Figure 1. Routing congestion.
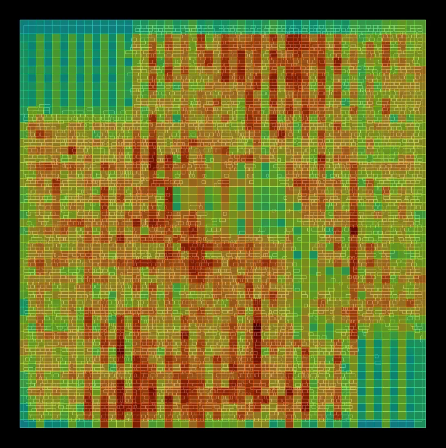
Figure 2. Nets reached from selected ports.
(1 px per um)
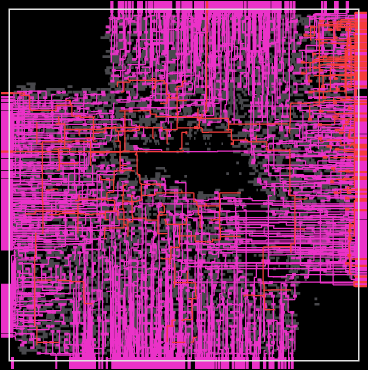
Figure 3. Placement density heat map.
(1 px per um) The die is cut into 35 by 35 equal tiles; dark blue is low, red is high, 0 to 100% covered.
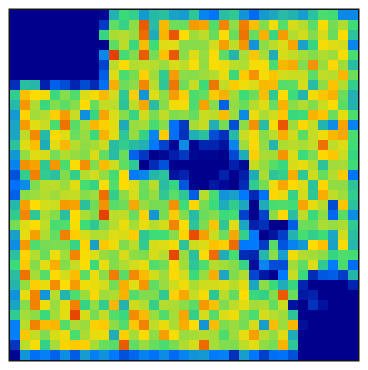
Figure 4. Met4 routing.
(1 px per um) Supply wires on this layer in grey.
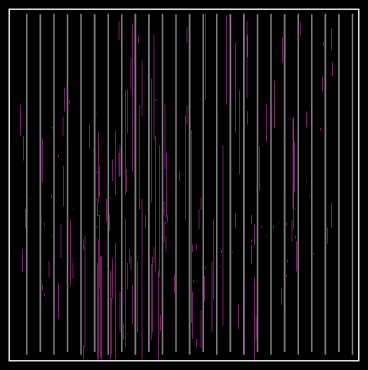
==> src/rtl/len5_pkg.sv <==
// Shared fetch-side types and constants: instruction/address widths, the
// instruction-cache line layout and the per-entry record of the fetch
// line buffer.
package len5_pkg;

    localparam int unsigned XLEN          = 64;
    localparam int unsigned ILEN          = 32;
    localparam int unsigned OFFSET        = 2;   // byte offset bits of one instruction
    localparam int unsigned ICACHE_OFFSET = 4;   // instruction-index bits within a line
    localparam int unsigned ICACHE_INSTR  = 2**ICACHE_OFFSET;

    // One line as delivered by the instruction cache
    typedef struct packed {
        logic [XLEN-1:0]                   pc;
        logic [ICACHE_INSTR-1:0][ILEN-1:0] line;
    } icache_out_t;

    // One buffered line plus the index of the next instruction to hand out
    typedef struct packed {
        logic [ICACHE_INSTR-1:0][ILEN-1:0] line;
        logic [XLEN-1:0]                   pc;
        logic [ICACHE_OFFSET-1:0]          offset;
    } fetch_entry_t;

    // Index of the instruction addressed by pc inside its line
    function automatic logic [ICACHE_OFFSET-1:0] line_start_offset(input logic [XLEN-1:0] pc);
        return pc[ICACHE_OFFSET+OFFSET-1:OFFSET];
    endfunction

endpackage

==> src/rtl/fetch_line_buffer.sv <==
// Fetch line buffer: small circular FIFO of instruction-cache lines that
// hands instructions to decode one at a time, starting at the offset of
// the fetched PC and dropping the rest of a line on a predicted-taken
// branch. The LINE_INSTR parameter must match the package line width.
module fetch_line_buffer
    import len5_pkg::*;
#(
    parameter int unsigned DEPTH      = 2,
    parameter int unsigned LINE_INSTR = 2**ICACHE_OFFSET
) (
    input  logic            clk_i,
    input  logic            rst_i,
    input  logic            flush_i,
    input  logic            line_valid_i,
    output logic            line_ready_o,
    input  icache_out_t     line_i,
    output logic            instr_valid_o,
    input  logic            instr_ready_i,
    output logic [ILEN-1:0] instruction_o,
    output logic [XLEN-1:0] instr_pc_o,
    input  logic            pred_taken_i
);

    localparam int unsigned PTR_W  = $clog2(DEPTH);
    localparam int unsigned CNT_W  = $clog2(DEPTH + 1);
    localparam int unsigned OFFS_W = $clog2(LINE_INSTR);

    // Clears the instruction-index and byte-offset bits of a line PC
    localparam logic [XLEN-1:0] LINE_BASE_MASK =
        ~((XLEN'(1) << (OFFS_W + OFFSET)) - XLEN'(1));

    fetch_entry_t     buf_r [DEPTH];
    logic [PTR_W-1:0] head_r;
    logic [PTR_W-1:0] tail_r;
    logic [CNT_W-1:0] count_r;

    fetch_entry_t head_s;
    fetch_entry_t new_entry_s;
    logic         full_s;
    logic         empty_s;
    logic         push_s;
    logic         cons_s;
    logic         pop_s;
    logic         last_slot_s;

    assign head_s  = buf_r[head_r];
    assign full_s  = (count_r == CNT_W'(DEPTH));
    assign empty_s = (count_r == {CNT_W{1'b0}});

    // Outputs depend only on registered state: no bypass in either direction
    assign line_ready_o  = !full_s;
    assign instr_valid_o = !empty_s;
    assign instruction_o = head_s.line[head_s.offset];
    assign instr_pc_o    = (head_s.pc & LINE_BASE_MASK) | (XLEN'(head_s.offset) << OFFSET);

    // Handshake decode; a flush suppresses both push and consume
    always_comb begin
        push_s      = 1'b0;
        cons_s      = 1'b0;
        pop_s       = 1'b0;
        last_slot_s = (head_s.offset == ICACHE_OFFSET'(LINE_INSTR - 1));
        if (!flush_i) begin
            push_s = line_valid_i && !full_s;
            cons_s = !empty_s && instr_ready_i;
            pop_s  = cons_s && (last_slot_s || pred_taken_i);
        end else begin
            push_s = 1'b0;
            cons_s = 1'b0;
            pop_s  = 1'b0;
        end
    end

    // Build the entry written at the tail, starting at the fetched PC's slot
    always_comb begin
        new_entry_s        = '0;
        new_entry_s.line   = line_i.line;
        new_entry_s.pc     = line_i.pc;
        new_entry_s.offset = line_start_offset(line_i.pc);
    end

    // FIFO storage, pointers and occupancy; flush has priority over push/consume
    always_ff @(posedge clk_i or posedge rst_i) begin
        if (rst_i) begin
            for (int i = 0; i < DEPTH; i++) begin
                buf_r[i] <= '0;
            end
            head_r  <= '0;
            tail_r  <= '0;
            count_r <= '0;
        end else if (flush_i) begin
            head_r  <= '0;
            tail_r  <= '0;
            count_r <= '0;
        end else begin
            if (push_s) begin
                buf_r[tail_r] <= new_entry_s;
                tail_r        <= tail_r + PTR_W'(1);
            end
            // When not empty and not full head and tail differ, so the
            // offset bump never collides with the tail write
            if (pop_s) begin
                head_r <= head_r + PTR_W'(1);
            end else if (cons_s) begin
                buf_r[head_r].offset <= head_s.offset + ICACHE_OFFSET'(1);
            end
            case ({push_s, pop_s})
                2'b10:   count_r <= count_r + CNT_W'(1);
                2'b01:   count_r <= count_r - CNT_W'(1);
                default: count_r <= count_r;
            endcase
        end
    end

endmodule

==> config.mk <==
export PLATFORM = sky130hd
export DESIGN_NAME = fetch_line_buffer
export DESIGN_NICKNAME = d
export VERILOG_FILES = /design/src/rtl/len5_pkg.sv /design/src/rtl/fetch_line_buffer.sv
export SDC_FILE = /design/constraint.sdc
export NUM_CORES = 2
export LEC_CHECK = 0
export CORE_AREA = 3 3 345 347
export CTS_BUF_LIST = sky130_fd_sc_hd__clkbuf_8
export CTS_CLUSTER_DIAMETER = 120
export DETAILED_ROUTE_END_ITERATION = 10
export DIE_AREA = 0 0 348 350
export PLACE_DENSITY = 0.67
export SYNTH_ARGS = -nofsm -noshare
export SYNTH_HDL_FRONTEND = slang
export SYNTH_SLANG_ARGS = --single-unit
export TNS_END_PERCENT = 1
==> constraint.sdc <==
create_clock -name clk_i -period 65.9 [get_ports clk_i]
set_input_delay 19.77 -clock clk_i [delete_from_list [all_inputs] [get_ports clk_i]]
set_output_delay 19.77 -clock clk_i [all_outputs]
set_load 0.005 [all_outputs]
==> changes_impl.md <==
### Metrics

* Max-slew violation count at 0
* Transition time at the pin with the least slew margin at 1.31 ns
* XORs/XNORs by Area at 0.000670
* Routed length on met2 at 77.0 mm
* Placement row count at 125
* Post-synthesis chip area from yosys at 0.0523 sq mm
* Combinational Power at 869 uW
* Antenna-violating nets left at 0
* Setup clock skew after layout at 0.0394 ns
* Number of buffers other than clock buffers in the final layout at 736
* Final WS setup at 40.28 ns
* Leading cell type in the layout, fill and taps excluded: sky130_fd_sc_hd__mux2_2
* Flip-flop and latch count after synthesis at 1152
* Fraction of power consumed by combinational cells at 0.340
* Via count of the first global-routing pass at 35400
* Stages on the worst setup path at 9
* Cell area after synthesis at 0.0523 sq mm
* Pin count of the biggest net entering global routing at 165
* Required time worst endpoint at 46.13 ns
* Most numerous logic cells after layout: sky130_fd_sc_hd__mux2_2 (1208), sky130_fd_sc_hd__dfrtp_1 (1147), sky130_fd_sc_hd__clkdlybuf4s50_1 (675)
* Ys flop type: sky130_fd_sc_hd__dfrtp_1
* CTS root buf: sky130_fd_sc_hd__clkbuf_8
* Nature of the critical path startpoint: register
* Count of instances resized after the clock tree is built at 0
* TritonCTS buffer count at 197
* Total of buffers placed on input and output ports at 675
* Launching point of the worst reg2reg path: count_r[1]$_DFFE_PP0P_
* Max Used Layer: met5
* R2R Setup Slk at 61.20 ns
* Area fraction in compound gates after synthesis at 0.0238
* Filler Cells Inserted at 9701
* Final std cell area, no fill at 0.0639 sq mm
* Non-clock buffering overhead at 0.114
* Largest delay contributor family on the critical path: buffers and inverters
* Worst-skew pair later-pin latency at 0.88 ns
* Growth of design area from synthesis to finish at 22.3%
* Most frequent cells after synthesis: sky130_fd_sc_hd__mux2_2 (1208), sky130_fd_sc_hd__dfrtp_1 (1152), sky130_fd_sc_hd__nand2_1 (269)
* Maximum frequency from static timing analysis at 39.0 MHz
* Die Area at 0.122 sq mm
* RSZ-0062 raised after global routing: no
* Number of cell instances after yosys synthesis at 3613
* Total clock network power at 643 uW
* First DRT Iteration DRCs at 2387
* Final estimated routing congestion in global placement at 0.838
* Area occupied by multi-input gates at 0.0218 sq mm
* Max_cap viols at 0
* Worst path max stage delay at 0.90 ns
* Place WS at 41.23 ns
* Post CTS Setup Buffer Count at 0
* Run status: finished, final reports clean
* Total power after layout at 2.56 mW
* Post-placement cell count at 5624
* Final setup violation count at 0
* R2R depth at 7
* Remaining design rule violation count at 0
* Synth Area in Simple Gates at 0.0430
* Instance tally after logic synthesis at 3613
* Number of inverters outside the clock class in the layout at 8
* Cell type with the largest total area: sky130_fd_sc_hd__dfrtp_1
* Ports at 680
* Cells along the critical path: buf_4, mux2i_4, buf_12, inv_8, nand2_1, a32oi_1, o311ai_2, nor4_1, clkdlybuf4s50_1
* Wire length reported by the detailed router at 168 mm
* Critical path's slowest cell: sky130_fd_sc_hd__a32oi_1
* Fraction of final layout cells sized beyond drive strength 1 at 0.379
* Path type of the worst setup path: register to primary output
* HPWL after detailed placement at 119 mm
* Crit path capture: instruction_o[0]
* Worst Path Arrival at 5.85 ns
* Clock Sink Count at 1152
* Comb area share at 0.340
* Residual overflow from global routing at 0
* Fin Hold WS at 0.497 ns
* Adder and majority cell fraction of the synthesized area at 0.000239
* Maximum number of buffers from clock root to sink at 3
* Wire length of the first global-routing pass at 245 mm
* Biggest area cells: sky130_fd_sc_hd__dfrtp_1 (55%), sky130_fd_sc_hd__mux2_2 (26%), sky130_fd_sc_hd__mux4_2 (4.7%)
* Switching fraction of total power at 0.333
* Total negative setup slack at 0 ns
* Net Switching at 852 uW
* Count of endpoints failing hold in the final timing report at 0
* Routed met3 length at 17.0 mm
* Number of H-tree levels at 4
* Unique masters post-synth at 66
* Detailed Routing Iterations Pass 1 at 5
* Clock transition at path regs at 0.06 ns
* Routed length on met1 at 67.9 mm
* Starting density of the core at 0.450
* Internal power consumption at 1.71 mW
* Number of vias in the routed layout at 33700
* DIE WIDTH at 348 um
* Count of flip-flops with a built-in enable after synthesis at 0
* MUX area fraction at 0.347
* Vias/cell at 5.59
* Most frequent cell after synthesis: sky130_fd_sc_hd__mux2_2
* Placeable core area at 0.116 sq mm
* Crit path buffers/inverters at 4
* Avg Inst Size Synth at 14.5 sq um
* Clock-cell share of area at 0.0615
* Sequential group share of total power at 0.409
* Seq group at 1.05 mW
* Tool warnings at 43
* Worst min-delay path category: register to register
* Final period util at 0.389
* Flop Count at 1152
* Met3 routing resource usage after global routing at 0.124
* Clock power frac at 0.252
* Post-synth seq share at 0.551
* Count of cells along the worst hold path at 1
* Y dimension of the die at 350 um
* Minimum clock period after layout at 25.62 ns
* Storage element area at 0.0288 sq mm
* Number of antenna violations at the first check in global routing at 126
* Tightest slew margin relative to the limit at 0.126
* Logic family by area: multiplexers
* IR Drop Worst-Case VDD at 0.0247 mV
* Area share of the largest cell type after synthesis at 0.551
* Post-detailed-placement cell area at 0.0598 sq mm
* Maximum fanout count along the critical path at 82
* Leak pwr at 26.9 nW
* Biggest power consumer among the groups: sequential cells
* Areal power density over the cells at 40.0 mW/mm^2
* Clock buffer count at 244
* TritonCTS clock tree: built
* Total number of multi-input combinational cells at 2204
* Crit end category: primary output
* Synth warn at 0
* Sequential share of cell area at 0.451
* First element of the critical path: buf_r[580]$_DFFE_PP0N_
* Non-filler instance count after layout at 6041
* Number of hold-repair buffers added at the cts stage at 0
* Count of inserted antenna diode cells at 69
* Proportion of register bits with asynchronous set or reset after synthesis at 1.00
* Total routing resource utilization after global routing at 0.276
* Largest class: registers
* Count of nets after finishing at 4882
-- Figure 1 (at the start) --
drt wl/cell: 27.9 um
routing layer with the top usage in global route: met2
fraction of the core area covered by cells at the end of the flow: 0.550
global-route track usage on met2: 0.416
GR Layer Usage met1: 0.343

-- Figure 2 (at the start) --
legend:
  red:
    port: `instr_pc_o`
    bits: 64
    direction: output
    end_cells: 64
    wire: 5790 um
  magenta:
    port: `line_i`
    bits: 576
    direction: input
    end_cells: 1148
    wire: 45.8 mm

-- Figure 3 (at the start) --
nearly empty tiles: 11%
mean over tiles: 51%
tiles over 75% full: 16%

-- Figure 4 (at the start) --
main direction: vertical
wire length on this layer: 5810 um
share of all routed wire: 3.5%

Power figures rest on the tool's default switching activity, not on a simulated workload.
